`src/rtl/datapath_pkg.sv`:
```
// Shared definitions for the Core101 datapath sequencer: state encodings,
// trap cause codes, default address width and instruction length.
package datapath_pkg;

    localparam int DEFAULT_XLEN = 32;
    localparam int INSTR_BYTES  = 4;

    typedef enum logic [3:0] {
        ST_RESET      = 4'd0,
        ST_FETCH_REQ  = 4'd1,
        ST_FETCH_WAIT = 4'd2,
        ST_DECODE     = 4'd3,
        ST_EXECUTE    = 4'd4,
        ST_MEM_REQ    = 4'd5,
        ST_MEM_WAIT   = 4'd6,
        ST_WRITEBACK  = 4'd7,
        ST_TRAP       = 4'd8
    } state_e;

    typedef enum logic [1:0] {
        CAUSE_NONE       = 2'd0,
        CAUSE_ILLEGAL    = 2'd1,
        CAUSE_MISALIGNED = 2'd2
    } cause_e;

    // Instruction addresses must be word aligned.
    function automatic logic is_misaligned(input logic [1:0] addr_lsbs);
        return addr_lsbs != 2'b00;
    endfunction

endpackage

```
`src/rtl/datapath_sequencer_pc_register.sv`:
```
// Program counter: holds the current PC, computes the candidate next PC
// (sequential or branch target, wrapping modulo 2^XLEN) and flags a
// misaligned candidate so the sequencer can trap instead of loading it.
module pc_register
    import datapath_pkg::*;
#(
    parameter int               XLEN         = DEFAULT_XLEN,
    parameter logic [XLEN-1:0]  RESET_VECTOR = '0
) (
    input  logic            clk_i,
    input  logic            rst_ni,
    input  logic            load_en_i,
    input  logic            branch_sel_i,
    input  logic [XLEN-1:0] branch_target_i,
    output logic [XLEN-1:0] pc_o,
    output logic            misaligned_o
);

    logic [XLEN-1:0] pc_q;
    logic [XLEN-1:0] pc_d;
    logic [XLEN-1:0] next_pc;

    // Next-PC mux; the sequential increment wraps silently at the top of the space.
    always_comb begin
        next_pc = branch_sel_i ? branch_target_i : (pc_q + XLEN'(INSTR_BYTES));
        pc_d    = load_en_i ? next_pc : pc_q;
    end

    // PC register, restarts at the reset vector.
    always_ff @(posedge clk_i or negedge rst_ni) begin
        if (!rst_ni) begin
            pc_q <= RESET_VECTOR;
        end else begin
            pc_q <= pc_d;
        end
    end

    assign pc_o         = pc_q;
    assign misaligned_o = is_misaligned(next_pc[1:0]);

endmodule

```
`src/rtl/datapath_sequencer.sv`:
```
// Multi-cycle control sequencer for the Core101 datapath. Steps each
// instruction through fetch, decode, execute, optional memory access and
// writeback with stall-tolerant handshakes; traps are sticky until reset.
// Every output is a register or a pure decode of the state register.
module datapath_sequencer
    import datapath_pkg::*;
#(
    parameter int               XLEN         = DEFAULT_XLEN,
    parameter logic [XLEN-1:0]  RESET_VECTOR = '0
) (
    input  logic            datapath_clock,
    input  logic            datapath_reset_n,
    output logic            imem_req_valid,
    input  logic            imem_req_ready,
    output logic [XLEN-1:0] imem_addr,
    input  logic            imem_resp_valid,
    input  logic [31:0]     imem_resp_data,
    input  logic            decode_is_mem,
    input  logic            decode_illegal,
    input  logic            exec_done,
    input  logic            branch_taken,
    input  logic [XLEN-1:0] branch_target,
    output logic            dmem_req_valid,
    input  logic            dmem_req_ready,
    input  logic            dmem_resp_valid,
    output logic [XLEN-1:0] pc_out,
    output logic [31:0]     ir_out,
    output logic            decode_en,
    output logic            execute_en,
    output logic            writeback_en,
    output logic            trap_valid,
    output logic [1:0]      trap_cause,
    output logic [3:0]      state_out
);

    state_e      state_q;
    state_e      state_d;
    logic [31:0] ir_q;
    logic [31:0] ir_d;
    cause_e      cause_q;
    cause_e      cause_d;

    logic            pc_load;
    logic            next_misaligned;
    logic [XLEN-1:0] pc;

    // PC only advances from writeback, and only to an aligned address.
    assign pc_load = (state_q == ST_WRITEBACK) && !next_misaligned;

    pc_register #(
        .XLEN         (XLEN),
        .RESET_VECTOR (RESET_VECTOR)
    ) u_pc (
        .clk_i           (datapath_clock),
        .rst_ni          (datapath_reset_n),
        .load_en_i       (pc_load),
        .branch_sel_i    (branch_taken),
        .branch_target_i (branch_target),
        .pc_o            (pc),
        .misaligned_o    (next_misaligned)
    );

    // State, instruction and trap-cause registers.
    always_ff @(posedge datapath_clock or negedge datapath_reset_n) begin
        if (!datapath_reset_n) begin
            state_q <= ST_RESET;
            ir_q    <= '0;
            cause_q <= CAUSE_NONE;
        end else begin
            state_q <= state_d;
            ir_q    <= ir_d;
            cause_q <= cause_d;
        end
    end

    // Next-state logic and state-decoded strobes/requests.
    always_comb begin
        state_d        = state_q;
        ir_d           = ir_q;
        cause_d        = cause_q;
        imem_req_valid = 1'b0;
        dmem_req_valid = 1'b0;
        decode_en      = 1'b0;
        execute_en     = 1'b0;
        writeback_en   = 1'b0;
        trap_valid     = 1'b0;

        case (state_q)
            ST_RESET: begin
                state_d = ST_FETCH_REQ;
            end
            ST_FETCH_REQ: begin
                imem_req_valid = 1'b1;
                if (imem_req_ready) begin
                    state_d = ST_FETCH_WAIT;
                end
            end
            ST_FETCH_WAIT: begin
                if (imem_resp_valid) begin
                    ir_d    = imem_resp_data;
                    state_d = ST_DECODE;
                end
            end
            ST_DECODE: begin
                decode_en = 1'b1;
                if (decode_illegal) begin
                    state_d = ST_TRAP;
                    cause_d = CAUSE_ILLEGAL;
                end else begin
                    state_d = ST_EXECUTE;
                end
            end
            ST_EXECUTE: begin
                execute_en = 1'b1;
                if (exec_done) begin
                    state_d = decode_is_mem ? ST_MEM_REQ : ST_WRITEBACK;
                end
            end
            ST_MEM_REQ: begin
                dmem_req_valid = 1'b1;
                if (dmem_req_ready) begin
                    state_d = ST_MEM_WAIT;
                end
            end
            ST_MEM_WAIT: begin
                if (dmem_resp_valid) begin
                    state_d = ST_WRITEBACK;
                end
            end
            ST_WRITEBACK: begin
                writeback_en = 1'b1;
                if (next_misaligned) begin
                    state_d = ST_TRAP;
                    cause_d = CAUSE_MISALIGNED;
                end else begin
                    state_d = ST_FETCH_REQ;
                end
            end
            ST_TRAP: begin
                trap_valid = 1'b1;
            end
            default: begin
                // Corrupted state encoding: park in TRAP without a cause.
                state_d = ST_TRAP;
                cause_d = CAUSE_NONE;
            end
        endcase
    end

    assign imem_addr  = pc;
    assign pc_out     = pc;
    assign ir_out     = ir_q;
    assign trap_cause = cause_q;
    assign state_out  = state_q;

endmodule

```
`config.mk`:
```
export PLATFORM = sky130hd
export DESIGN_NAME = datapath_sequencer
export DESIGN_NICKNAME = d
export VERILOG_FILES = /design/src/rtl/datapath_pkg.sv /design/src/rtl/datapath_sequencer_pc_register.sv /design/src/rtl/datapath_sequencer.sv
export SDC_FILE = /design/constraint.sdc
export NUM_CORES = 1
export LEC_CHECK = 0
export CORE_MARGIN = 1
export CORE_UTILIZATION = 50
export CTS_BUF_LIST = sky130_fd_sc_hd__clkbuf_8
export DETAILED_ROUTE_END_ITERATION = 16
export DONT_BUFFER_PORTS = 1
export GPL_TIMING_DRIVEN = 0
export PLACE_DENSITY_LB_ADDON = 0.3
export SYNTH_ARGS = -nofsm -noshare
export SYNTH_HDL_FRONTEND = slang
export SYNTH_HIERARCHICAL = 1
export SYNTH_SLANG_ARGS = --single-unit
```
`constraint.sdc`:
```
create_clock -name datapath_clock -period 2 [get_ports datapath_clock]
set_input_delay 0.3 -clock datapath_clock [delete_from_list [all_inputs] [get_ports datapath_clock]]
set_output_delay 0.3 -clock datapath_clock [all_outputs]
set_load 0.02 [all_outputs]
```
Fig. 1: run 1, cell classes on the final placement
Scale: 3 px per um.
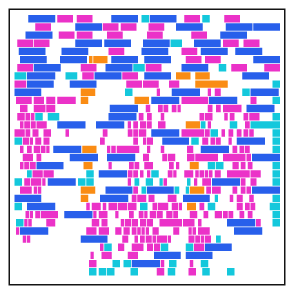
| class | color | cells |
|---|---|---|
| all other logic | magenta | 269 |
| other buffers and delay cells | cyan | 65 |
| flip-flops | blue | 70 |
| clock drivers and dummy loads | orange | 16 |

Fig. 2: run 1, cell placement
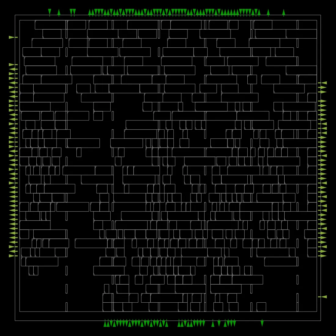
Seq/total area: 38.8%
final design utilization: 59.6%
Finished Layout Cells: 522
Cell Rows: 32

Fig. 3: run 1, where the registers sit
Scale: 3 px per um. Other sequential cells in the stronger gray, the rest of the logic in the fainter gray.
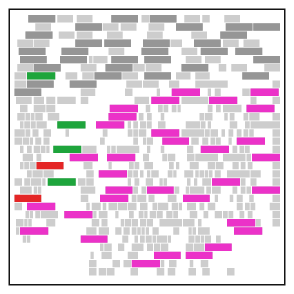
| name in the netlist | color | flops |
|---|---|---|
| `trap_cause` | red | 2 |
| `state_out` | green | 4 |
| `u_pc/pc_o` | magenta | 32 |
not colored: 32
sequential power: 0.00324 W
Flop area: 0.00179 mm^2

==> results_slide.txt, run 1 <==
Flow Results at a Glance

Flow run
  – Max-cap viol count: 0

Pwr
  – Pwr Density: 1370 mW/mm^2
  – Maximum vdd ir drop: about 0.97 mV
  – Switch share: a little over two fifths
  – P_sw: between 0.002 and 0.003 W

Worst setup path
  – R2R Setup Slk: 0.05 ns
  – Data arrival, critical path: ~2.2 ns

Final timing
  – Max Clock Freq: between 0.5 and 0.6 GHz
  – Hold Vio Cnt, Final: 0
  – Rel. slew slack: approximately 58%
  – Tightest Pin Transition: around 0.62 ns
  – Hold slack: about 0.067 ns
  – Final Max-Slew Violation Tally: 0
  – Clock Skews: around 0.015 ns

Synth
  – Syn_nets: 466
  – Area leader share: between 40% and 50%
  – Most common reg cell: dfrtp_1
  – Post-synth top area cell: dfrtp_1
  – EDFF count, synth: 0
  – Cells after synthesis: roughly 400
  – Synth Cell Area: 0.00399 mm^2
  – Cells in synth_stat.txt: a little under 400
  – Top cells, area: dfrtp_1, mux2_4, buf_4

Global routing
  – Grt met1 use: a little under a third
  – GR met2 Demand/Resource: between 40% and 50%
  – GRT overflow: 0
  – Number of antenna violations at the first check in global routing: 0
  – Total GRT Usage: approximately a quarter
  – First-pass GRT wire length: approximately 16,000 um

Route
  – First-pass iteration count of the detailed router: 6
  – Post-route DRC: 0
  – Via count: roughly 3,200
  – Routed WL: 10,500 um
  – Remaining antenna violation count: 0

Floorplanning
  – Die Size: roughly 0.0083 mm^2
  – Core Box Area: between 0.007 and 0.008 mm^2

Hold path
  – Hold Crit Depth: 2

Cells and area
  – Dominant logic cell type in the layout: buf_4
  – Layout cell share with drive strength beyond 1: about two fifths
  – Finished Cell Area: 0.00460 mm^2
  – # fillers: between 600 and 700
  – Antenna Cells: 0

Clock tree
  – Skew-Pair Late Insertion Delay: between 0.3 and 0.4 ns
  – CTS tree: done

Status
  – Run status: finished, final reports clean
## run 1: area by class of cell
cell class / count / share of cell area (%)
Tap cell: 102 / 2.77
Inverter: 9 / 0.734
Clock buffer: 9 / 2.69
Sequential cell: 70 / 38.8
Multi-Input combinational cell: 260 / 42.5
Buffer: 51 / 8.08
Timing Repair Buffer: 14 / 2.77
Clock inverter: 7 / 1.63
## run 1: critical path: stages, from the launching register on
cell	delay, ns
dfrtp_2	0.51
nand4_4	0.21
nor4_4	0.40
nand3_1	0.13
mux2_1	0.33
a221o_1	0.26
## run 1: Yosys cell counts (2+ instances only)
library cell	count
and3_1	5
nor4bb_1	2
a22oi_1	6
buf_6	3
nor3b_1	3
o22ai_1	9
nand4_4	2
a221o_1	3
a31oi_1	3
a31o_2	3
inv_1	8
a21o_1	2
mux2i_1	7
dfrtp_1	70
nor2_1	29
nand2_1	29
nand4_1	7
nand2b_1	3
buf_4	34
a21oi_1	34
mux2_2	5
buf_2	2
nor4_2	2
a311oi_1	2
nor2b_1	4
or3_1	5
mux2_4	30
clkbuf_1	12
o21ai_0	24
nor3_1	10
nand3_1	10
## run 1: worst max-delay path by stage
stage | from | end | slack (ns) | cells past startpoint
2_1_floorplan | u_pc/pc_o[2] | u_pc/pc_o[24] | 0.003 | 6
3_3_place_gp | branch_taken | u_pc/pc_o[17] | -0.47 | 9
3_5_place_dp | branch_taken | u_pc/pc_o[24] | -0.48 | 9
4_1_cts | state_out[0] | u_pc/pc_o[24] | -0.0008 | 8
5_1_grt | u_pc/pc_o[1] | u_pc/pc_o[24] | -0.03 | 7
6_report | u_pc/pc_o[6] | u_pc/pc_o[24] | 0.05 | 5
## run 1: power by group through the flow
stage | sequential, W | clock, W | combinational, W
CTS | 0.00322 | 0.00119 | 0.00187
global route | 0.00332 | 0.00124 | 0.00205
floorplan | 0.00302 | 0 | 0.00161
finish | 0.00324 | 0.00115 | 0.00190
detailed placement | 0.00321 | 0 | 0.00179
global placement | 0.00319 | 0 | 0.00174
## run 1: state kept, by name (all words and copies together) (netlist names)
name,flops
ir_out,32
state_out,4
trap_cause,2
u_pc/pc_o,32
## run 1: timing repair
item	4_1_cts	5_1_grt
pin swaps	2	4
endpoints found under the hold margin	70	0
setup buffers	4	8
gates cloned	0	0
gates resized	31	24
endpoints found under the setup margin	35	26
hold buffers	2	0
## run 1: metrics by stage
stage	util (%)	total power (W)
floorplan	-	0.00463
finish	59.6	0.00629
global route	59.6	0.00661
global placement	53.7	0.00493
detailed placement	53.7	0.00500
CTS	58.0	0.00628
## run 1: per-layer routing
metal,vias up,routed length [um]
met1,1542,4060
met2,180,5250
li1,1439,-
met3,21,1020
met5,-,0
met4,0,188
## run 1: logic make-up after synthesis
| kind of cell | after synthesis | share of synthesized area, % |
|---|---|---|
| adder cells (fa/ha/maj) | 1 | 0.314 |
| AND-OR/OR-AND | 96 | 14.6 |
| multiplexers | 43 | 14.7 |
| flip-flops | 70 | 43.9 |
| buffers and inverters | 61 | 9.56 |
| AND/OR/NAND/NOR | 120 | 16.8 |
## Run 2: what changed since run 1
- CTS_CLUSTER_SIZE: not set -> 24
Fig. 4: run 2, I/O nets highlighted
Scale: 4 px per um.
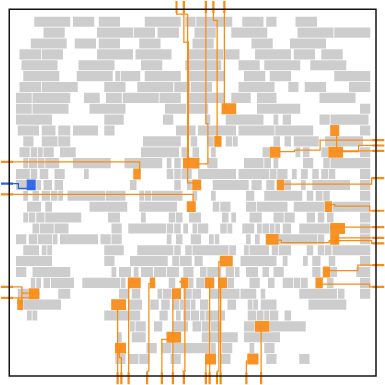
| port | color | bits | direction | end cells | buffers | wire |
|---|---|---|---|---|---|---|
| `branch_target` | orange | 32 | input | 33 | 0 | 682 um |
| `trap_valid` | blue | 1 | output | 1 | 0 | 6.90 um |
PortBufs: 0
Ports: 182

==> run 2 against run 1 <==
  * Utilization unchanged
  * Hold slack unchanged
  * Maximum frequency unchanged
  * Global-route usage unchanged
  * Synthesized area unchanged
  * Non-clock buffer count unchanged
  * Flip-flop count unchanged
  * Highest routed layer unchanged
==> results_slide.txt, run 2 <==
Flow Results at a Glance

Final timing
  – Tightest Pin Transition: 0.622 ns (unchanged)
  – Final Max-Slew Violation Tally: 0 (unchanged)
  – Clock Skews: 0.0147 ns (unchanged)
  – Max Clock Freq: 0.512 GHz (unchanged)

Synth
  – Top cells, area: dfrtp_1, mux2_4, buf_4
  – Most common reg cell: dfrtp_1
  – Cells in synth_stat.txt: 391 (unchanged)
  – Syn_nets: 466 (unchanged)
  – EDFF count, synth: 0 (unchanged)
  – Count leader, synth: dfrtp_1

Global routing
  – First-pass GRT wire length: 16,400 um (unchanged)

Cells and area
  – Layout cell share with drive strength beyond 1: 38.6% (unchanged)
  – Finished Layout Cells: 522 (unchanged)

Worst setup path
  – Critical Path, Cell by Cell: nand4_4 -> nor4_4 -> nand3_1 -> mux2_1 -> a221o_1
  – Data arrival, critical path: 2.18 ns (about the same)
  – R2R Setup Slk: 0.05 ns (about the same)

Route
  – WL met3: 1020 um (unchanged)
  – Met2 routed WL: 5250 um (unchanged)

Pwr
  – Pwr Density: 1370 mW/mm^2 (unchanged)

Flow run
  – Max-cap viol count: 0 (unchanged)

Floorplanning
  – Die Size: 0.00834 mm^2 (unchanged)
  – Cell Rows: 32 (unchanged)

Status
  – Run status: finished, final reports clean
-- run 2: what timing repair did --
action                                  CTS  global route
endpoints found under the setup margin   35            26
hold endpoints to repair                 70             0
hold buffers                              2             0
pin swaps                                 2             4
resized                                  31            24
buffers inserted                          4             8
-- run 2: worst max-delay path by stage --
stage | from | end | cells past startpoint
finish | u_pc/pc_o[6] | u_pc/pc_o[24] | 5
global route | u_pc/pc_o[1] | u_pc/pc_o[24] | 7
floorplan | u_pc/pc_o[2] | u_pc/pc_o[24] | 6
detailed placement | branch_taken | u_pc/pc_o[24] | 9
global placement | branch_taken | u_pc/pc_o[17] | 9
CTS | state_out[0] | u_pc/pc_o[24] | 8
-- run 2: worst register-to-register path: cells and delay by family, from the launching register on --
family | cells | cell delay [ns]
mux | 1 | 0.33
compound gates | 1 | 0.26
flops | 1 | 0.51
simple gates | 3 | 0.74
-- run 2: cell families after synthesis --
group,count (synthesis),share of synthesized area (%)
and+or+nand+nor,120,16.8
AOI/OAI and AO/OA,96,14.6
DFF,70,43.9
buffers and inverters,61,9.56
muxes,43,14.7
adders and majority gates,1,0.314
-- run 2: metrics by stage --
step | utilization, % | hold slack, ns | setup WS [ns] | instance area [um^2]
floorplan | - | 0.00441 | 0.00332 | 4020
global placement | 53.7 | 0.00647 | -0.470 | 4150
detailed placement | 53.7 | 0.00703 | -0.478 | 4150
CTS | 58.0 | 0.0507 | -0.000828 | 4490
global route | 59.6 | 0.0595 | -0.0331 | 4600
finish | 59.6 | 0.0668 | 0.0451 | 4600
-- run 2: area by class of cell --
class / count / area, um^2
buffer: 51 / 372
clock buffer: 9 / 124
clock inverter: 7 / 75.1
fill: 664 / 3130
inverter: 9 / 33.8
multi-input combinational: 260 / 1960
sequential: 70 / 1790
tap: 102 / 128
timing repair buffer: 14 / 128
-- run 2: power groups by stage --
| stage | sequential (W) | clock [W] | combinational [W] |
|---|---|---|---|
| after detailed placement | 0.00321 | 0 | 0.00179 |
| final | 0.00324 | 0.00115 | 0.00190 |
| after CTS | 0.00322 | 0.00119 | 0.00187 |
| after global routing | 0.00332 | 0.00124 | 0.00205 |
| after global placement | 0.00319 | 0 | 0.00174 |
| after floorplan | 0.00302 | 0 | 0.00161 |
-- run 2: layer usage --
layer	GRT usage, %	vias to the layer above
li1	-	1439
met4	7.80	0
met1	31.7	1542
met2	42.4	180
met5	0	-
met3	6.78	21
Fig. 5: run 2, clock wires, drivers and flops
Scale: 3 px per um.
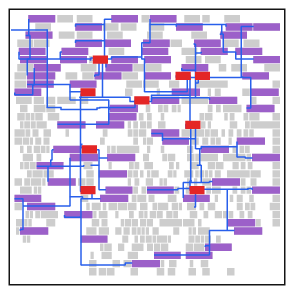

## Run 3: what changed since run 2
- ABC_AREA: not set -> 1
Fig. 6: run 3, clock wires, drivers and flops
Scale: 3 px per um.
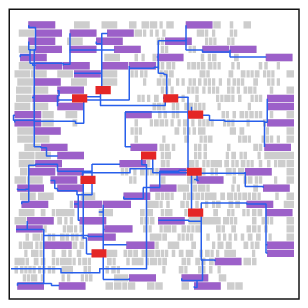
[flip-flops] purple | count: 70
[clock wires] blue | length: 994 um
[cells driving clock nets] red | count: 9
flops lie: all over the die

==> run 3 against run 2 <==
  * Design area is 5.7% higher
  * Maximum frequency grew 5.0%
  * Global-route usage down 0.99 points
  * Non-clock buffer count shrank 14
  * Routed wire length increased by 4.6%
  * Synthesized area up 11%
  * Combinational power fell by 95%
  * Critical endpoint is now u_pc/pc_o[29]
==> results_slide.txt, run 3 <==
Flow Results at a Glance

Status
  – Run status: finished, final reports clean

Cells and area
  – Final design utilization: 58.0% (-1.5 points)
  – Flop area: 0.00176 mm^2 (-1.5%)
  – # fillers: 786 (+18%)
  – Finished Layout Cells: 704 (+35%)
  – Logic area: 0.00213 mm^2 (+8.7%)

Synth
  – EDFF count, synth: 0 (unchanged)
  – Most common reg cell: dfrtp_1
  – Cells in synth_stat.txt: 581 (+49%)
  – Count leader, synth: nand2_1

Placement
  – PortBufs: 0 (unchanged)
  – Area after DPL: 0.00456 mm^2 (+9.9%)

Final timing
  – Max Clock Freq: 0.537 GHz (+5.0%)
  – Tightest Pin Transition: 0.596 ns (-0.0265 ns)

Floorplanning
  – Die Size: 0.00923 mm^2 (+11%)
  – Cell Rows: 33 (+3.1%)

Clock tree
  – Setup Buffers After CTS: 0 (-4)

Worst setup path
  – Data arrival, critical path: 2.11 ns (-0.07 ns)
  – R2R Setup Slk: 0.14 ns (+0.09 ns)

Pwr
  – Pwr Density: 559 mW/mm^2 (-59%)

Flow run
  – Max-cap viol count: 0 (unchanged)

Global routing
  – First-pass GRT wire length: 16,700 um (+2.0%)
run 3: netlist changes by cell type after synthesis, moves of 8 or more:
cell      change
o22ai_1       -9
clkbuf_1      -9
nor2_2        +8
a21oi_1      -26
nor2_1       +57
nand2_1     +134
nand3_1      +34
inv_1        +52
run 3: cell type report:
| cell class | count | area share [%] |
|---|---|---|
| inverter | 62 | 4.79 |
| tap | 105 | 2.70 |
| buffer | 49 | 7.56 |
| clock inverter | 5 | 1.18 |
| sequential | 70 | 36.2 |
| multi-input combinational | 400 | 43.7 |
| timing repair buffer | 2 | 0.772 |
| clock buffer | 11 | 3.11 |
run 3: worst min-delay path by stage:
stage                     cells past startpoint  slack (ns)             to
final                                         2        0.07  trap_cause[0]
after global routing                          2        0.05  trap_cause[0]
after CTS                                     2        0.05  trap_cause[0]
after detailed placement                      0       0.006  u_pc/pc_o[10]
after global placement                        0       0.006   u_pc/pc_o[8]
after floorplan                               0       0.004      ir_out[0]
run 3: kinds of logic (layout without fill, tap and decap cells):
kind of cell / Yosys count / after routing / share of synthesized area [%]
compound gates: 46 / 46 / 5.37
buf+inv: 111 / 129 / 12.9
mux: 34 / 34 / 11.1
fa+ha+maj: 1 / 1 / 0.283
flops: 70 / 70 / 39.6
simple gates: 319 / 319 / 30.7
run 3: metrics by stage:
step	worst slack (ns)	power, W	hold WS [ns]
2_1_floorplan	0.131	0.00149	0.00441
3_3_place_gp	-0.262	0.00151	0.00588
3_5_place_dp	-0.355	0.00151	0.00581
4_1_cts	0.0304	0.00276	0.0531
5_1_grt	0.00284	0.00283	0.0550
6_report	0.138	0.00272	0.0685
run 3: layer usage:
metal	part of all wire [%]	global-route usage [%]	vias up
met5	0	0	-
li1	-	-	1822
met4	0.97	5.85	0
met3	8.2	7.58	9
met1	41	28.6	1717
met2	50	42.7	167
run 3: what timing repair did:
item | in CTS | in global routing
gates cloned | 0 | 0
hold buffers | 2 | 0
endpoints found under the setup margin | 34 | 30
gates resized | 13 | 15
pin swaps | 0 | 1
endpoints found under the hold margin | 70 | 0
run 3: worst max-delay path, delay by kind of cell, from the launching register on:
family | cells | cell delay, ns
mux | 1 | 0.20
buf+inv | 6 | 0.72
flops | 1 | 0.48
simple gates | 4 | 0.36
run 3: power groups by stage:
stage | Clock, W | Sequential, W | Combinational, W
after floorplan | 0 | 0.00144 | 0.0000478
after global placement | 0 | 0.00144 | 0.0000640
after detailed placement | 0 | 0.00144 | 0.0000639
after CTS | 0.00124 | 0.00141 | 0.000102
after global routing | 0.00130 | 0.00141 | 0.000113
final | 0.00121 | 0.00141 | 0.0000999
Power figures rest on the tool's default switching activity, not on a simulated workload.
